`config.mk`:
```
export PLATFORM = sky130hd
export DESIGN_NAME = magnitude_scan_controller
export DESIGN_NICKNAME = d
export VERILOG_FILES = /design/src/rtl/magnitude_scan_controller.sv
export SDC_FILE = /design/constraint.sdc
export NUM_CORES = 1
export LEC_CHECK = 0
export CAP_MARGIN = 20
export CORE_UTILIZATION = 35
export CTS_CLUSTER_SIZE = 14
export DETAILED_ROUTE_END_ITERATION = 10
export GPL_TIMING_DRIVEN = 0
export HOLD_SLACK_MARGIN = 0.08
export PLACE_DENSITY_LB_ADDON = 0.05
export SLEW_MARGIN = 20
export SYNTH_ARGS = -nofsm -noshare
export SYNTH_HDL_FRONTEND = slang
export SYNTH_SLANG_ARGS = --single-unit
```
`constraint.sdc`:
```
create_clock -name clk -period 4.9 [get_ports clk]
set_input_delay 0.98 -clock clk [delete_from_list [all_inputs] [get_ports clk]]
set_output_delay 0.98 -clock clk [all_outputs]
set_load 0.05 [all_outputs]
```
`src/rtl/magnitude_scan_controller.sv`:
```
// Magnitude scan controller: walks the FFT bin RAM one bin per clock,
// feeds each {re, im} pair to the magnitude approximator, writes the
// returned magnitudes to the spectrum buffer and tracks the frame peak.
//
// state   | meaning
// --------+-----------------------------------------------------------
// S_IDLE  | waiting for i_fft_done; late approximator results ignored
// S_READ  | one bin RAM read per cycle, addresses 0..NUM_BINS-1
// S_DRAIN | reads finished, waiting for the remaining magnitudes
// S_DONE  | single cycle: frame_done pulse, peak registers loaded
module magnitude_scan_controller #(
  parameter int DATA_WIDTH = 24,
  parameter int ADDR_WIDTH = 10,
  parameter int NUM_BINS   = 512
) (
  input  logic                    clk,
  input  logic                    reset,
  input  logic                    i_fft_done,
  output logic                    o_busy,
  output logic                    o_bin_rd_en,
  output logic [ADDR_WIDTH-1:0]   o_bin_rd_addr,
  input  logic [2*DATA_WIDTH-1:0] i_bin_rd_data,
  output logic                    o_mag_start,
  output logic [2*DATA_WIDTH-1:0] o_mag_complex,
  input  logic                    i_mag_valid,
  input  logic [DATA_WIDTH-1:0]   i_magnitude,
  output logic                    o_spec_wr_en,
  output logic [ADDR_WIDTH-1:0]   o_spec_wr_addr,
  output logic [DATA_WIDTH-1:0]   o_spec_wr_data,
  output logic                    o_frame_done,
  output logic [ADDR_WIDTH-1:0]   o_peak_bin,
  output logic [DATA_WIDTH-1:0]   o_peak_mag,
  output logic                    o_overrun
);

  // One extra bit so NUM_BINS = 2^ADDR_WIDTH is representable without wrap.
  localparam int CW = ADDR_WIDTH + 1;
  localparam logic [CW-1:0] LAST_BIN  = CW'(NUM_BINS - 1);
  localparam logic [CW-1:0] BIN_COUNT = CW'(NUM_BINS);

  typedef enum logic [1:0] {
    S_IDLE  = 2'd0,
    S_READ  = 2'd1,
    S_DRAIN = 2'd2,
    S_DONE  = 2'd3
  } state_t;

  state_t state, state_nxt;

  logic [CW-1:0]         rd_cnt;
  logic [CW-1:0]         wr_cnt;
  logic [ADDR_WIDTH-1:0] peak_bin_run;
  logic [DATA_WIDTH-1:0] peak_mag_run;
  logic                  frame_start;
  logic                  wr_accept;

  assign frame_start = (state == S_IDLE) && i_fft_done;
  // Results only count while a frame is in flight; the counter guard keeps
  // stray extra valids from wrapping the write address.
  assign wr_accept   = i_mag_valid && ((state == S_READ) || (state == S_DRAIN))
                       && (wr_cnt != BIN_COUNT);

  // State register.
  always_ff @(posedge clk) begin
    if (!reset) state <= S_IDLE;
    else        state <= state_nxt;
  end

  // Next-state decode.
  always_comb begin
    state_nxt = state;
    case (state)
      S_IDLE:  if (i_fft_done)            state_nxt = S_READ;
      S_READ:  if (rd_cnt == LAST_BIN)    state_nxt = S_DRAIN;
      S_DRAIN: if (wr_cnt == BIN_COUNT)   state_nxt = S_DONE;
      S_DONE:                             state_nxt = S_IDLE;
      default:                            state_nxt = S_IDLE;
    endcase
  end

  // State-decoded outputs; the read address is forced to 0 outside READ.
  always_comb begin
    o_bin_rd_en   = (state == S_READ);
    o_bin_rd_addr = (state == S_READ) ? rd_cnt[ADDR_WIDTH-1:0] : '0;
    o_busy        = (state != S_IDLE);
    o_frame_done  = (state == S_DONE);
  end

  // RAM data arrives one cycle after the strobe, so the delayed strobe lines
  // up with the combinational pass-through of the read data.
  assign o_mag_complex = i_bin_rd_data;

  // Read counter and approximator start strobe.
  always_ff @(posedge clk) begin
    if (!reset) begin
      rd_cnt      <= '0;
      o_mag_start <= 1'b0;
    end else begin
      o_mag_start <= o_bin_rd_en;
      if (frame_start)            rd_cnt <= '0;
      else if (state == S_READ)   rd_cnt <= rd_cnt + CW'(1);
    end
  end

  // Spectrum write path and running peak, driven purely by i_mag_valid.
  always_ff @(posedge clk) begin
    if (!reset) begin
      wr_cnt         <= '0;
      o_spec_wr_en   <= 1'b0;
      o_spec_wr_addr <= '0;
      o_spec_wr_data <= '0;
      peak_bin_run   <= '0;
      peak_mag_run   <= '0;
    end else begin
      o_spec_wr_en <= 1'b0;
      if (frame_start) begin
        wr_cnt       <= '0;
        peak_bin_run <= '0;
        peak_mag_run <= '0;
      end else if (wr_accept) begin
        o_spec_wr_en   <= 1'b1;
        o_spec_wr_addr <= wr_cnt[ADDR_WIDTH-1:0];
        o_spec_wr_data <= i_magnitude;
        wr_cnt         <= wr_cnt + CW'(1);
        // Strict compare: on a tie the earlier (lower) bin wins.
        if (i_magnitude > peak_mag_run) begin
          peak_mag_run <= i_magnitude;
          peak_bin_run <= wr_cnt[ADDR_WIDTH-1:0];
        end
      end
    end
  end

  // Published peak changes only at the end of a completed frame.
  always_ff @(posedge clk) begin
    if (!reset) begin
      o_peak_bin <= '0;
      o_peak_mag <= '0;
    end else if (state == S_DONE) begin
      o_peak_bin <= peak_bin_run;
      o_peak_mag <= peak_mag_run;
    end
  end

  // Sticky overrun: a new frame arrived before the current scan returned to IDLE.
  always_ff @(posedge clk) begin
    if (!reset)                               o_overrun <= 1'b0;
    else if (i_fft_done && (state != S_IDLE)) o_overrun <= 1'b1;
  end

endmodule

```
### Met3 routing, run 1

Scale: 3 px per um. Cells faint in the background.
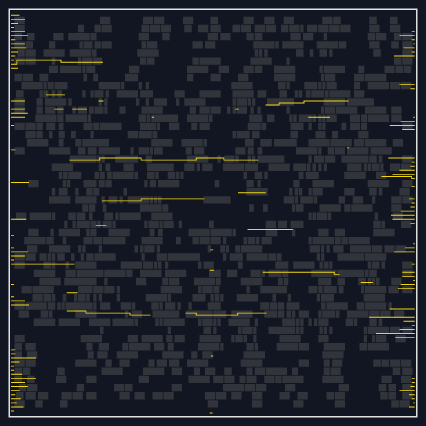
main direction	horizontal
wire length on this layer	651 um
nets with wire on the layer	111

### Drive-strength map, run 1

Scale: 2 px per um.
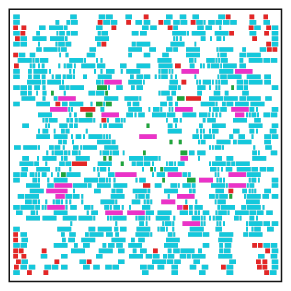
size	color	cells	share	most used
x6 and larger	magenta	26	2.9%	clkbuf_16
x2	green	22	2.5%	buf_2
x1 and smaller	cyan	776	88%	clkdlybuf4s50_1
x3 and x4	red	58	6.6%	buf_4

==> run notes, run 1 <==
Implementation summary

The run finished with clean final reports. The number of synthesis warnings is 0. The final hold violation count recorded for this run is 0. The script logs the mean routed wire length per placed instance as 14.3 um.

The post-route worst hold slack is 0.451 ns. The final setup TNS is 0 ns. The later-pin clock latency in the skew report is 0.42 ns. The worst register-to-register path has a setup slack of around 2.6 ns. The post-route report lists met1 wire length as 6.88 mm. The CTS log lists the clock sinks for this run as 129. The global-route wire length before repair is 24.7 mm. The maximum number of pins on one net before global-route repair is 17.

The most critical min-delay path falls under flop to flop. The reg-to-reg critical path startpoint is peak_mag_run[21]. At the floorplan stage, the core utilization is reported as 35.9%. The detailed-placement wirelength estimate is 12.0 mm. The count of inserted antenna diode cells is 0. Per the OpenROAD floorplan log, the area of the die is 18,300 um2. The synthesized area is slightly above 6000 um2. The area fraction in compound gates after synthesis is 7.66%. The initial antenna violation count is 0. The OpenROAD report gives the critical path a data arrival time of 2.66 ns.

The yosys stat cell total is 691. The floorplan has 48 rows. Post-route period utilization is reported as 74.3%. The sequential cell area fraction in the yosys report is 41.5%.

The core region is ~17,000 um2. Looking at the setup timing report, the critical path kind is flop to primary output. The multiplexer share of the synthesized area is 11.3%.

The number of buffers added by the clock tree synthesis step is 17. The final max-slew violation count recorded for this run is 0. The kind of cell with the highest combined delay along the critical path is buffers and inverters. The remaining global-route overflow is 0. OpenSTA lists the critical path startpoint as state[1]. Setup repair after global routing left no endpoint under its margin. The critical path maximum fanout is 10.

Counting flops with an async set or reset pin after synthesis yields a share of 0%. Per the slew report, the remaining headroom to the max-slew limit stands at roughly 62%. The stage logs contain a warning count of 30. Counting flops with a built-in enable in the synthesized netlist gives 0. The number of nets at floorplan is between 700 and 800. The floorplan step set the die height to around 140 um. In this run the maximum-capacitance check reported violations numbering 0. For the worst reg-to-reg path, the endpoint reported by OpenROAD is peak_bin_run[2]. The number of H-tree levels is 4. Summing the areas of all fa, ha and maj instances in the mapped netlist gives just over 6% of the synthesized area. The flow measured a signed area growth from synthesis to layout of 39.5%. The layout report lists the multi-input gate area as 2970 um2.

The clock period could shrink to around 3.6 ns. The number of buffers on the longest clock path is 2. The post-synth register bit count is approximately 130.

208 I/O pins were placed. The area used by sequential logic in the layout is between 2000 and 3000 um2. The delay of the slowest cell on the worst path is between 0.8 and 0.9 ns.

The buffers plus inverters on the worst setup path is 4. The global-route usage over all layers is 17.6%. Counting every instance in the synthesized netlist gives 691. The uppermost signal routing layer after detailed routing is met4.

The first-iteration detailed-routing DRC count is ~200. The number of I/O port buffers is ~160. The xor/xnor share of the synthesized area is 2.39%. The main logic family after synthesis is simple AND/OR/NAND/NOR gates. Cells with a size suffix above 1 make up 12.0% of the layout.

For reference, simple AND, OR, NAND and NOR cells occupy 20.1% of the area reported after synthesis.
### Clock wiring as the flow saved it, run 1

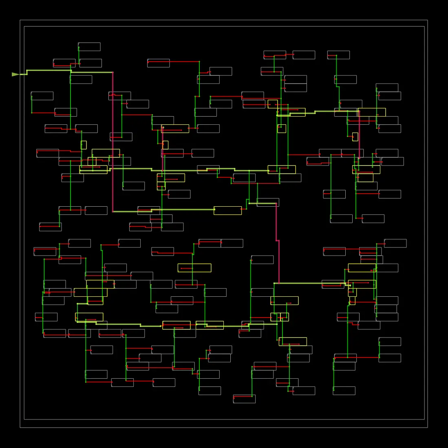
setup skew after layout: 0.00885 ns
sequential cell count: 129

[run 1: report_power, final]
| group | internal, mW | switching (mW) | total (mW) |
|---|---|---|---|
| logic | 0.393 | 0.665 | 1.06 |
| registers | 1.12 | 0.0540 | 1.18 |
| clock network | 0.773 | 0.479 | 1.25 |
[run 1: layer usage]
layer  global-route usage, %  vias up
li1                        -     2571
met1                    20.8     2378
met2                    30.8      141
met3                    4.56       12
met4                    5.87        0
met5                       0        -
[run 1: layout make-up]
cell class	instances	area share (%)
multi-input cells	448	34.1
flip-flops and latches	129	29.7
repair buffers	159	18.3
plain buffers	83	6.45
clock buffers	19	5.21
well taps	225	3.24
clock inverters	13	1.56
inverters	31	1.34
[run 1: layout by cell type (no fill, tap or decap), types with 11 or more instances in the layout]
cell type / Yosys / layout
nor2_1: 28 / 28
a21boi_1: 11 / 11
buf_4: 48 / 48
mux2i_1: 70 / 70
a21oi_1: 14 / 14
xor2_1: 12 / 12
nand2_1: 153 / 153
a21boi_0: 23 / 23
clkbuf_16: 0 / 17
inv_1: 31 / 31
clkbuf_1: 21 / 21
nor2b_1: 39 / 39
clkdlybuf4s50_1: 0 / 159
ha_1: 31 / 31
and2_1: 13 / 13
dfxtp_1: 129 / 129
[run 1: cells in the mapped netlist, types with 5 or more instances]
cell type | number | area, um2
xor2_1 | 12 | 105
nand3_1 | 5 | 25.0
a21boi_1 | 11 | 82.6
a21oi_1 | 14 | 70.1
nor2b_1 | 39 | 244
o21ai_0 | 6 | 30.0
clkbuf_1 | 21 | 78.8
nor2_1 | 28 | 105
nand4_1 | 7 | 43.8
buf_4 | 48 | 360
and2_1 | 13 | 81.3
nand2_1 | 153 | 574
dfxtp_1 | 129 | 2580
buf_2 | 10 | 50.1
mux2i_1 | 70 | 701
xnor2_1 | 5 | 43.8
inv_1 | 31 | 116
a21boi_0 | 23 | 173
ha_1 | 31 | 388
[run 1: registers in the layout (all words and copies together), names as in the netlist]
signal          cells
peak_mag_run       24
wr_cnt             11
o_peak_bin         10
o_spec_wr_data     24
state               2
o_spec_wr_addr     10
o_overrun           1
o_mag_start         1
o_peak_mag         24
peak_bin_run       10
o_spec_wr_en        1
rd_cnt             11
[run 1: per-stage QoR]
step                area [um2]  util [%]  worst slack (ns)  cells
floorplan                 6230         -              2.12    691
global placement          8100      46.7              1.47   1075
detailed placement        8100      46.7              1.46   1075
CTS                       8690      50.1              1.21   1107
global route              8690      50.1              1.07   1107
finish                    8690      50.1              1.26   1107
[run 1: worst min-delay path, cell delays in order, from the launching register on]
cell and delay [ns]:
dfxtp_1 0.30, nand2_1 0.05, a21boi_1 0.05
[run 1: worst max path at each step]
| stage | endpoint | cells past startpoint |
|---|---|---|
| detailed placement | peak_bin_run[7] | 10 |
| global placement | peak_bin_run[5] | 10 |
| floorplan | o_bin_rd_addr[0] | 5 |
| finish | o_bin_rd_addr[6] | 6 |
| CTS | o_bin_rd_addr[6] | 6 |
| global route | o_bin_rd_addr[4] | 6 |
==> run 2: changes to the inputs <==
==> constraint.sdc (replaced) <==
create_clock -name clk -period 3.3 [get_ports clk]
set_input_delay 0.66 -clock clk [delete_from_list [all_inputs] [get_ports clk]]
set_output_delay 0.66 -clock clk [all_outputs]
set_load 0.05 [all_outputs]
### Drive-strength map, run 2

Scale: 2 px per um.
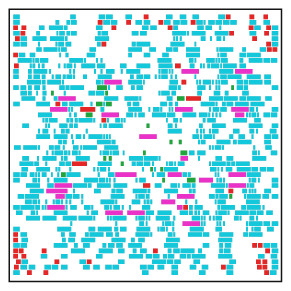
size	color	cells	share	most used
x1 and smaller	cyan	776	88%	nand2_1
x2	green	22	2.5%	buf_2
x3 and x4	red	58	6.6%	buf_4
x6 and larger	magenta	26	2.9%	clkbuf_16

==> run 2 against run 1 <==
  * Count of clock-buffer cells in the layout did not move
  * Critical path depth fell by 1
  * Sequential share of layout area barely moved
  * Non-clock buffer count did not move
  * Cell count did not move
  * Die area did not move
  * Worst hold slack did not move
  * Clock skew did not move
  * Area after synthesis did not move
  * Sequential cell count did not move
  * Wire length barely moved
  * Sequential power rose by 48%
  * Largest cell class unchanged
==> run notes, run 2 <==
Implementation summary

Most frequent cells in the layout: nand2_1 (153), clkdlybuf4s50_1 (150), dfxtp_1 (129) (was clkdlybuf4s50_1 (159), nand2_1 (153), dfxtp_1 (129)). The main logic family after synthesis is simple AND/OR/NAND/NOR gates (unchanged). The number of pins exceeding their max-slew limit in the final report is 0 (unchanged).

The origin of the worst setup path is state[1] (unchanged). The number of nets at floorplan is 798 (unchanged). The area fraction in full adders, half adders and majority gates was 6.23% (unchanged). The die height is 135 um (unchanged).

The remaining max-slew budget at the tightest pin is 62.0% (about the same). The synthesized area is 6230 um2 (unchanged). Ranking of synthesized cells by instance count: nand2_1 (153), dfxtp_1 (129), mux2i_1 (70) (unchanged).

The area fraction in compound gates after synthesis is 7.66% (unchanged). The hold violation count in the final report came to 0 (unchanged). The fraction of post-synthesis cell area in the top cell type by area is 41.5% (unchanged). The number of I/O port buffers is 159 (unchanged). The simple-gate portion of the synthesized area was 20.1% (unchanged). The average wire per cell in the routed design came to 14.3 um (about the same).

The post-synthesis sequential element count is 129 (unchanged). The number of warnings in the stage logs is 30 (unchanged). Main area contributors: dfxtp_1 (41%), mux2i_1 (11%), nand2_1 (9.2%) (unchanged).

The yosys stat cell total is 691 (unchanged). The number of synthesis warnings is 0 (unchanged). The part of the cycle the worst path needs is just over 90%. The number of buffers added by the clock tree synthesis step is 17 (unchanged). Largest registers: o_peak_mag x24, o_spec_wr_data x24, peak_mag_run x24 (unchanged). The initial antenna violation count was 0 (unchanged).

The global-route wire length before repair was 24.7 mm (unchanged). Setup repair after global routing missed its margin: false (unchanged). The worst hold-check path type is flop to flop (unchanged). The full die area came to 18,300 um2 (unchanged). The multi-input gate area in the final layout is 2970 um2 (unchanged). The count of inserted antenna diode cells is 0 (unchanged). Outcome: finished clean (unchanged). The number of buffers on the longest clock path is 2 (unchanged). The xor/xnor share of the synthesized area is 2.39% (unchanged). The number of H-tree levels came to 4 (unchanged). The cell type with the largest total area after synthesis is dfxtp_1 (unchanged). The start-to-end type of the worst setup path is flop to primary output (unchanged). The fraction of layout instances using a drive strength above 1 is 12.0% (unchanged). The first-iteration detailed-routing DRC count is 197 (unchanged). The internal power is 3.40 mW (was 2.29 mW). The number of enable-type register cells in the synthesized netlist came to 0 (unchanged). The post-synthesis to final-layout area growth came to 39.3% (was 39.5%).
## run 2: worst min path at each step
stage	startpoint	end	slack, ns	cells after the start
2_1_floorplan	peak_bin_run[0]	peak_bin_run[0]	0.43	2
3_3_place_gp	o_spec_wr_data[12]	o_spec_wr_data[12]	0.44	2
3_5_place_dp	o_spec_wr_data[11]	o_spec_wr_data[11]	0.45	2
4_1_cts	o_spec_wr_data[11]	o_spec_wr_data[11]	0.45	2
5_1_grt	o_spec_wr_data[12]	o_spec_wr_data[12]	0.48	2
6_report	o_spec_wr_data[11]	o_spec_wr_data[11]	0.45	2
## run 2: per-stage QoR
| stage | area [um2] | cells | hold slack, ns | setup slack (ns) |
|---|---|---|---|---|
| final | 8680 | 1107 | 0.451 | 0.251 |
| after global routing | 8680 | 1107 | 0.481 | 0.0689 |
| after CTS | 8680 | 1107 | 0.454 | 0.211 |
| after detailed placement | 8100 | 1075 | 0.446 | 0.182 |
| after global placement | 8100 | 1075 | 0.441 | 0.190 |
| after floorplan | 6230 | 691 | 0.434 | 0.837 |
## run 2: metal layers
metal | share of wire (%) | track usage, %
met5 | 0 | 0
met4 | 1.2 | 5.87
met3 | 4.1 | 4.56
met2 | 51 | 30.8
met1 | 44 | 20.8
## run 2: final cells by class
cell class | instances | area share, %
inverter | 31 | 1.34
timing repair buffer | 159 | 18.2
clock buffer | 19 | 5.22
tap | 225 | 3.24
multi-input combinational | 448 | 34.2
sequential | 129 | 29.8
buffer | 83 | 6.46
clock inverter | 13 | 1.56
## run 2: worst max-delay path, stage by stage (launching register included)
cell and delay [ns]:
dfxtp_1 0.34, inv_1 0.09, ha_1 0.17, clkbuf_1 0.31, and2_1 0.23, clkdlybuf4s50_1 0.82
## run 2: logic make-up after synthesis
kind of cell	Yosys count
and+or+nand+nor	264
xor gates and xnor gates	17
DFF	129
muxes	70
AOI/OAI and AO/OA	66
buffers and inverters	114
adders and majority gates	31
## run 2: power groups by stage
| stage | sequential, mW | combinational [mW] | clock [mW] |
|---|---|---|---|
| after floorplan | 1.97 | 0.920 | 0 |
| after global placement | 1.78 | 1.56 | 0 |
| after detailed placement | 1.78 | 1.59 | 0 |
| after CTS | 1.75 | 1.59 | 1.90 |
| after global routing | 1.76 | 1.70 | 1.98 |
| final | 1.75 | 1.57 | 1.86 |
Power is estimated from default activity; no workload was simulated.
